## config.mk

```make
export PLATFORM = sky130hd
export DESIGN_NAME = pwm_multi_channel
export DESIGN_NICKNAME = d
export VERILOG_FILES = /design/src/rtl/pwm_multi_channel.sv
export SDC_FILE = /design/constraint.sdc
export NUM_CORES = 1
export LEC_CHECK = 0
export ABC_AREA = 1
export CAP_MARGIN = 0
export CORE_ASPECT_RATIO = 1.1
export CORE_MARGIN = 8
export CORE_UTILIZATION = 50
export CTS_CLUSTER_DIAMETER = 150
export DETAILED_ROUTE_END_ITERATION = 6
export DONT_BUFFER_PORTS = 1
export GPL_TIMING_DRIVEN = 0
export PLACE_DENSITY = 0.7
export SLEW_MARGIN = 20
export SYNTH_ARGS = -nofsm -noshare
export SYNTH_HDL_FRONTEND = slang
export SYNTH_SLANG_ARGS = --single-unit
```

## constraint.sdc

```tcl
create_clock -name i_clk -period 2 [get_ports i_clk]
set_input_delay 0.2 -clock i_clk [delete_from_list [all_inputs] [get_ports i_clk]]
set_output_delay 0.2 -clock i_clk [all_outputs]
set_load 0.1 [all_outputs]
```

## src/rtl/pwm_multi_channel.sv

```systemverilog
// NUM_CH independent PWM channels behind one Wishbone slave, sharing one prescaler.
// Period/duty are shadowed per channel; sticky wrap flags feed a single level interrupt.
module pwm_multi_channel #(
    parameter int NUM_CH = 4,
    parameter int DW     = 16,
    parameter int AW     = 8
) (
    input  logic              i_clk,
    input  logic              i_rst_n,
    input  logic              i_wb_cyc,
    input  logic              i_wb_stb,
    input  logic              i_wb_we,
    input  logic [AW-1:0]     i_wb_adr,
    input  logic [DW-1:0]     i_wb_data,
    output logic [DW-1:0]     o_wb_data,
    output logic              o_wb_ack,
    output logic [NUM_CH-1:0] o_pwm,
    output logic              o_irq
);
    // channel n occupies word addresses 0x10+4n .. 0x13+4n
    localparam logic [AW-3:0] CH_BASE = (AW-2)'(4);

    logic              req;
    logic              wr;
    logic [AW-3:0]     ch_idx;
    logic [1:0]        ch_reg;
    logic              in_ch;
    logic [NUM_CH-1:0] ch_hit;
    logic [NUM_CH-1:0] wr_ctrl;
    logic [NUM_CH-1:0] wr_per;
    logic [NUM_CH-1:0] wr_duty;
    logic [NUM_CH-1:0] wr_stat;
    logic              wr_gctrl;
    logic              wr_div;
    logic              sync;
    logic [DW-1:0]     rd_mux;

    logic              gen;
    logic [DW-1:0]     div;
    logic [DW-1:0]     pcnt;
    logic              tick;

    logic [NUM_CH-1:0] en;
    logic [NUM_CH-1:0] center;
    logic [NUM_CH-1:0] inv;
    logic [NUM_CH-1:0] irq_en;
    logic [NUM_CH-1:0] down;
    logic [NUM_CH-1:0] flag;
    logic [NUM_CH-1:0] pwm_q;
    logic [NUM_CH-1:0] active;
    logic [NUM_CH-1:0] wrap;
    logic [NUM_CH-1:0] raw;
    logic [DW-1:0]     per_stage [NUM_CH];
    logic [DW-1:0]     duty_stage[NUM_CH];
    logic [DW-1:0]     per_act   [NUM_CH];
    logic [DW-1:0]     duty_act  [NUM_CH];
    logic [DW-1:0]     cnt       [NUM_CH];

    assign req      = i_wb_cyc & i_wb_stb & ~o_wb_ack;
    assign wr       = req & i_wb_we;
    assign ch_reg   = i_wb_adr[1:0];
    assign ch_idx   = i_wb_adr[AW-1:2] - CH_BASE;
    assign in_ch    = (i_wb_adr[AW-1:2] >= CH_BASE) && (ch_idx < (AW-2)'(NUM_CH));
    assign wr_gctrl = wr && (i_wb_adr == AW'(0));
    assign wr_div   = wr && (i_wb_adr == AW'(1));
    assign sync     = wr_gctrl & i_wb_data[1];

    always_comb begin
        for (int n = 0; n < NUM_CH; n++) begin
            ch_hit[n]  = in_ch && (ch_idx == (AW-2)'(n));
            wr_ctrl[n] = wr && ch_hit[n] && (ch_reg == 2'd0);
            wr_per[n]  = wr && ch_hit[n] && (ch_reg == 2'd1);
            wr_duty[n] = wr && ch_hit[n] && (ch_reg == 2'd2);
            wr_stat[n] = wr && ch_hit[n] && (ch_reg == 2'd3);
        end
    end

    always_comb begin
        rd_mux = '0;
        if (i_wb_adr == AW'(0)) begin
            rd_mux[0] = gen;
        end else if (i_wb_adr == AW'(1)) begin
            rd_mux = div;
        end else begin
            for (int n = 0; n < NUM_CH; n++) begin
                if (ch_hit[n]) begin
                    case (ch_reg)
                        2'd0:    rd_mux[3:0] = {irq_en[n], inv[n], center[n], en[n]};
                        2'd1:    rd_mux      = per_stage[n];
                        2'd2:    rd_mux      = duty_stage[n];
                        default: rd_mux[0]   = flag[n];
                    endcase
                end
            end
        end
    end

    // ack is never issued back-to-back, so a strobe held through ack is ignored
    always_ff @(posedge i_clk or negedge i_rst_n) begin
        if (!i_rst_n) begin
            o_wb_ack  <= 1'b0;
            o_wb_data <= '0;
        end else begin
            o_wb_ack  <= req;
            o_wb_data <= (req && !i_wb_we) ? rd_mux : '0;
        end
    end

    always_ff @(posedge i_clk or negedge i_rst_n) begin
        if (!i_rst_n) begin
            gen <= 1'b0;
            div <= '0;
        end else begin
            if (wr_gctrl) gen <= i_wb_data[0];
            if (wr_div)   div <= i_wb_data;
        end
    end

    assign tick = gen && (pcnt == div);

    always_ff @(posedge i_clk or negedge i_rst_n) begin
        if (!i_rst_n)    pcnt <= '0;
        else if (!gen)   pcnt <= '0;
        else if (tick)   pcnt <= '0;
        else             pcnt <= pcnt + DW'(1);
    end

    always_comb begin
        for (int n = 0; n < NUM_CH; n++) begin
            active[n] = gen & en[n];
            raw[n]    = (per_act[n] != '0) && (cnt[n] < duty_act[n]);
            if (center[n])
                wrap[n] = active[n] && tick && (per_act[n] != '0) && down[n] && (cnt[n] == '0);
            else
                wrap[n] = active[n] && tick && (per_act[n] != '0) && (cnt[n] == per_act[n] - DW'(1));
        end
    end

    always_ff @(posedge i_clk or negedge i_rst_n) begin
        if (!i_rst_n) begin
            en     <= '0;
            center <= '0;
            inv    <= '0;
            irq_en <= '0;
            for (int n = 0; n < NUM_CH; n++) begin
                per_stage[n]  <= '0;
                duty_stage[n] <= '0;
            end
        end else begin
            for (int n = 0; n < NUM_CH; n++) begin
                if (wr_ctrl[n]) begin
                    en[n]     <= i_wb_data[0];
                    center[n] <= i_wb_data[1];
                    inv[n]    <= i_wb_data[2];
                    irq_en[n] <= i_wb_data[3];
                end
                if (wr_per[n])  per_stage[n]  <= i_wb_data;
                if (wr_duty[n]) duty_stage[n] <= i_wb_data;
            end
        end
    end

    // center mode dwells twice on P-1 and on 0, giving a 2P-tick symmetric period
    always_ff @(posedge i_clk or negedge i_rst_n) begin
        if (!i_rst_n) begin
            down  <= '0;
            flag  <= '0;
            pwm_q <= '0;
            for (int n = 0; n < NUM_CH; n++) begin
                cnt[n]      <= '0;
                per_act[n]  <= '0;
                duty_act[n] <= '0;
            end
        end else begin
            for (int n = 0; n < NUM_CH; n++) begin
                if (!active[n] || sync) begin
                    cnt[n]  <= '0;
                    down[n] <= 1'b0;
                end else if (tick && (per_act[n] != '0)) begin
                    if (!center[n]) begin
                        cnt[n] <= wrap[n] ? '0 : cnt[n] + DW'(1);
                    end else if (!down[n]) begin
                        if (cnt[n] == per_act[n] - DW'(1)) down[n] <= 1'b1;
                        else                               cnt[n]  <= cnt[n] + DW'(1);
                    end else begin
                        if (cnt[n] == '0) down[n] <= 1'b0;
                        else              cnt[n]  <= cnt[n] - DW'(1);
                    end
                end
                if (!active[n] || wrap[n] || sync) begin
                    per_act[n]  <= per_stage[n];
                    duty_act[n] <= duty_stage[n];
                end
                if (wrap[n])                        flag[n] <= 1'b1;
                else if (wr_stat[n] && i_wb_data[0]) flag[n] <= 1'b0;
                pwm_q[n] <= active[n] ? (raw[n] ^ inv[n]) : inv[n];
            end
        end
    end

    assign o_pwm = pwm_q;
    assign o_irq = |(flag & irq_en);

endmodule

```

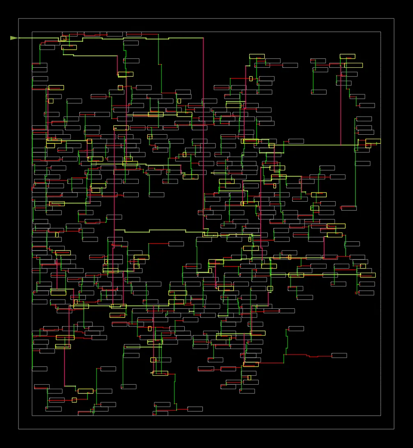
Fig. 1. Clock wiring as the flow saved it.
Worst Clk Skew: 0.0278 ns
Num CTS Buffers: 44

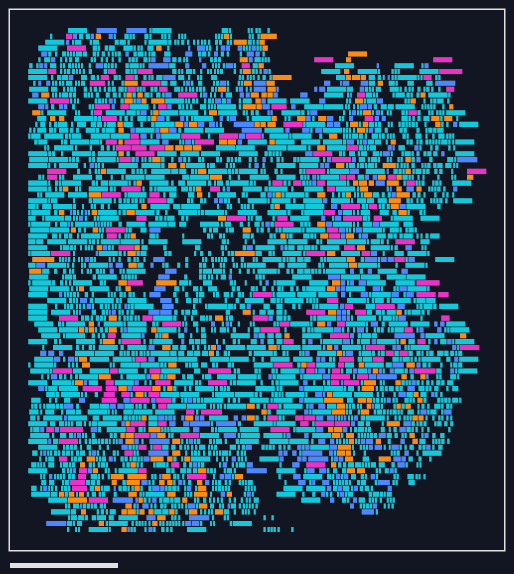
Fig. 2. Sizing map.
Scale bar: 50 um.
- cyan: drive 1 or less (cells 2765; share 76%; most used nand2_1)
- orange: drive 3 to 4 (cells 269; share 7.4%; most used buf_4)
- blue: drive 2 (cells 451; share 12%; most used nand2_2)
- magenta: drive 6 and up (cells 170; share 4.7%; most used buf_6)
worst setup slack after layout: -0.526 ns
post-route cell area: 31600 sq um
Buffers, non-clock: 307
P&R area growth vs syn: 26.6%

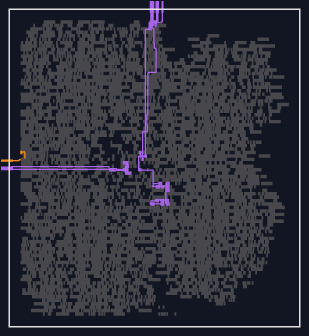
Fig. 3. Nets reached from selected ports.
- orange: i_wb_stb (direction input; edge west; end cells 1; wire 17.2 um)
- purple: i_wb_adr (direction input; edge 6 north, 2 west; end cells 30; wire 631 um)
boundary pin count: 51
port buffer count: 0

==> Slide: Implementation Results <==
Synthesis and Place & Route Summary

STA
  – Hold Fails Final Rpt: 398
  – Final Max-Slew Violation Tally: 0
  – Worst setup slack after layout: -0.526 ns
  – Unrepaired setup endpoints after global routing: true
  – Fin crit share: 1.26
  – Hold slack: -0.680 ns
  – Max Freq: around 400 MHz
  – Fin crit period: about 2.5 ns
  – Setup violators final: roughly 290
  – Relative slew slack: 0.364
  – Worst Tran Pin Value: around 0.95 ns
  – Final setup TNS: -85.03 ns

Yosys
  – Cells after Synth: about 3400
  – Top cells by count: nand2_1, dfrtp_1, inv_1
  – Async SR Flop Fraction: 1.00
  – Comb area leader: simple AND/OR/NAND/NOR gates
  – Mux share: 0.000803
  – # Cells Yosys: 3406
  – Top cell area share: 0.399
  – Sequential share of the synthesized area: 0.399
  – Synth top area cells: dfrtp_1, nand2_1, inv_1
  – Synthesis area per yosys: roughly 25000 sq um
  – Adder Area Share: 0.0411
  – Flip-flops with a built-in enable: 0
  – Commonest flop: dfrtp_1
  – Yosys top cell by instances: nand2_1
  – Syn Nets: ~3500
  – Synth cell types: 61
  – Largest area contributor in the netlist: dfrtp_1
  – Synth warn: 0
  – XOR/XNOR Area Share: 0.0439
  – Flops after synth: 398
  – Syn Std Cell Area: 24900 sq um
  – AND/OR/NAND/NOR Cells, Area Fraction: 0.292
  – Aoi share: 0.132
  – Post-synthesis area per instance: between 7 and 8 sq um

Floorplan
  – Die width: ~230 um
  – Die height: between 200 and 300 um
  – Starting Density: 0.502
  – Die ar.: between 50000 and 60000 sq um
  – Num rows: 86
  – Core area: 49700 sq um
  – Well Taps: between 600 and 700

Clocking
  – Post-CTS resize count: ~480
  – Clk buf depth: 3
  – H-tree depth: 2
  – Hold Buf Count CTS: 8
  – CTS Sinks: between 300 and 400
  – CTS clk-pin slew, worst paths: 0.08 ns
  – Root Driver: clkbuf_16
  – CTS tree: yes
  – Postcts setup bufs: just over 90
  – Clk_lat worst skew: roughly 0.59 ns

Cells and area
  – Non-clk invs: around 420
  – Sequential cell area: 9990 sq um
  – Most frequent logic cell in the layout: nand2_1
  – MI comb area: between 10000 and 15000 sq um
  – Antenna fix cells: 1
  – Largest class: combinational gates
  – Most numerous logic cells after layout: nand2_1, dfrtp_1, inv_1, o21ai_0, nor2_1
  – Fill cells: 4207
  – Fin nets: around 3700
  – Flop count: slightly below 400
  – Fraction of area in registers: 0.316
  – Layout cells sized above 1: 0.244
  – #MultiIn Comb: 2454
  – Clock-cell share: 0.0464
  – Clock Buffer Count: between 50 and 60
  – Util after Layout: 0.635
  – Buffering overhead: 0.0910
  – Comb/total area: 0.470

Drt
  – Initial DRC count: between 2000 and 2500
  – Top sig layer: met4
  – Drt first pass iters: 5
  – Vias: between 20000 and 25000
  – Met3 wire len: 6730 um
  – Met1 WL: between 30000 and 40000 um
  – Drt via density: around 5.7
  – Post-DRT Antenna Nets: 0
  – Residual DRC: 0
  – Met2 Wirelength: around 39000 um

Critical path
  – Setup CP Type: reg -> reg
  – Stages on the worst setup path: 18
  – Setup slack, reg-to-reg: -0.53 ns
  – Critical path arrival: approximately 3.0 ns
  – Crit path to: duty_act[17]
  – R2R depth: 18
  – WP buf/inv: 4
  – Worst Setup End Kind: flip-flop
  – Reg2Reg Launch Point: per_act[16]
  – Critical path launch point: per_act[16]
  – Max incr delay on CP: 0.39 ns
  – Crit path max-delay cell type: dfrtp_1
  – CP startpoint kind: flip-flop
  – R2R Path End: duty_act[17]
  – CP dominant cell by count: nand2_2
  – Crit-path cells: inv_2, ha_4, nand2_4, nor2_4, buf_6, nand2_4, nand3_4, nand2_2, nor2_2, nand2_2, nor2_2, nand2_2, o21ai_2, nand3_4, nand2_8, buf_12, clkbuf_16, o21ai_2
  – CP max FO: 7
  – CP top delay family: simple AND/OR/NAND/NOR gates
  – CP required: approximately 2.5 ns

GRT
  – Most Used Layer, Global Route: met2
  – First-pass GRT wire length: 129000 um
  – Global route total overflow: 0
  – Pin count of the biggest net entering global routing: 399
  – Initial antenna violation count: 0
  – Routing usage on met3: 0.0445
  – M1 GR Usage: 0.384
  – Met2 layer usage reported by global route: 0.442

Outcome
  – Failing checks: negative hold slack, negative setup slack
  – Status: finished, violations left

Power and ir drop
  – LEAKAGE: 15.6 nW
  – VDD IR max: approximately 700 uV
  – PwrDens: 599 nW/um^2

Run
  – Tool warnings: about 46
  – Max-cap viol count: 0

Worst hold path
  – Hold WC Path Type: in -> async

Placed design
  – Placer Congestion: 1.01
  – Post-DP HPWL: approximately 58000 um
  – Area after DPL: 26100 sq um
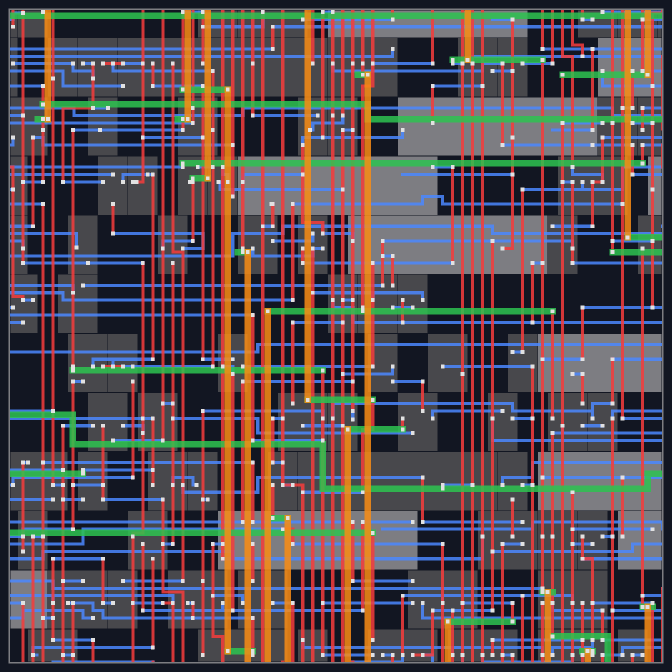
Fig. 4. Close-up of the layout.
Window x 99 to 129, y 110 to 140 um. Cells in gray, sequential cells in the stronger gray; small squares are vias.
- orange: met4
- green: met3
- blue: met1
- red: met2
- cells with their middle in the window: 75
- sequential cells in the window: 6
- most frequent: nand2_1 (18), o21ai_0 (9)
- netlist names of flops here include: duty_stage (3)

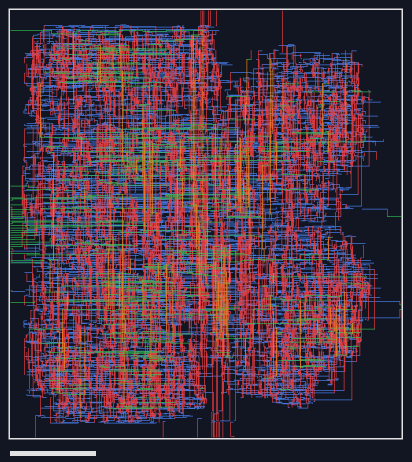
Fig. 5. Metal layers overlaid.
Scale bar: 50 um.
- green: met3 (wire length 6730 um)
- red: met2 (wire length 38.8 mm)
- blue: met1 (wire length 35.9 mm)
- orange: met4 (wire length 3570 um)
GRT Total Usage: 0.280
post-DR wirelength/cell: 19.7 um
final wirelength: 85000 um

-- sequential cells by signal, indices dropped and copies added, names as in the netlist --
signal	flops
en	4
irq_en	4
center	4
cnt	64
o_wb_data	16
flag	4
per_act	64
o_pwm	4
o_wb_ack	1
pcnt	16
gen	1
per_stage	64
down	4
inv	4
duty_act	64
duty_stage	64
div	16
-- through the flow --
step / total power [mW] / setup slack [ns] / cells
after floorplan: 9.50 / -0.139 / 3406
after global placement: 9.99 / -0.845 / 4066
after detailed placement: 10.0 / -0.830 / 4066
after CTS: 18.8 / -0.386 / 4266
after global routing: 19.5 / -0.653 / 4315
final: 18.9 / -0.526 / 4316
-- where the power goes --
group / switching [mW] / internal, mW
Clock: 3.59 / 4.82
Combinational: 1.38 / 0.794
Sequential: 0.162 / 8.16
Total: 5.14 / 13.8
Power is estimated from default activity; no workload was simulated.
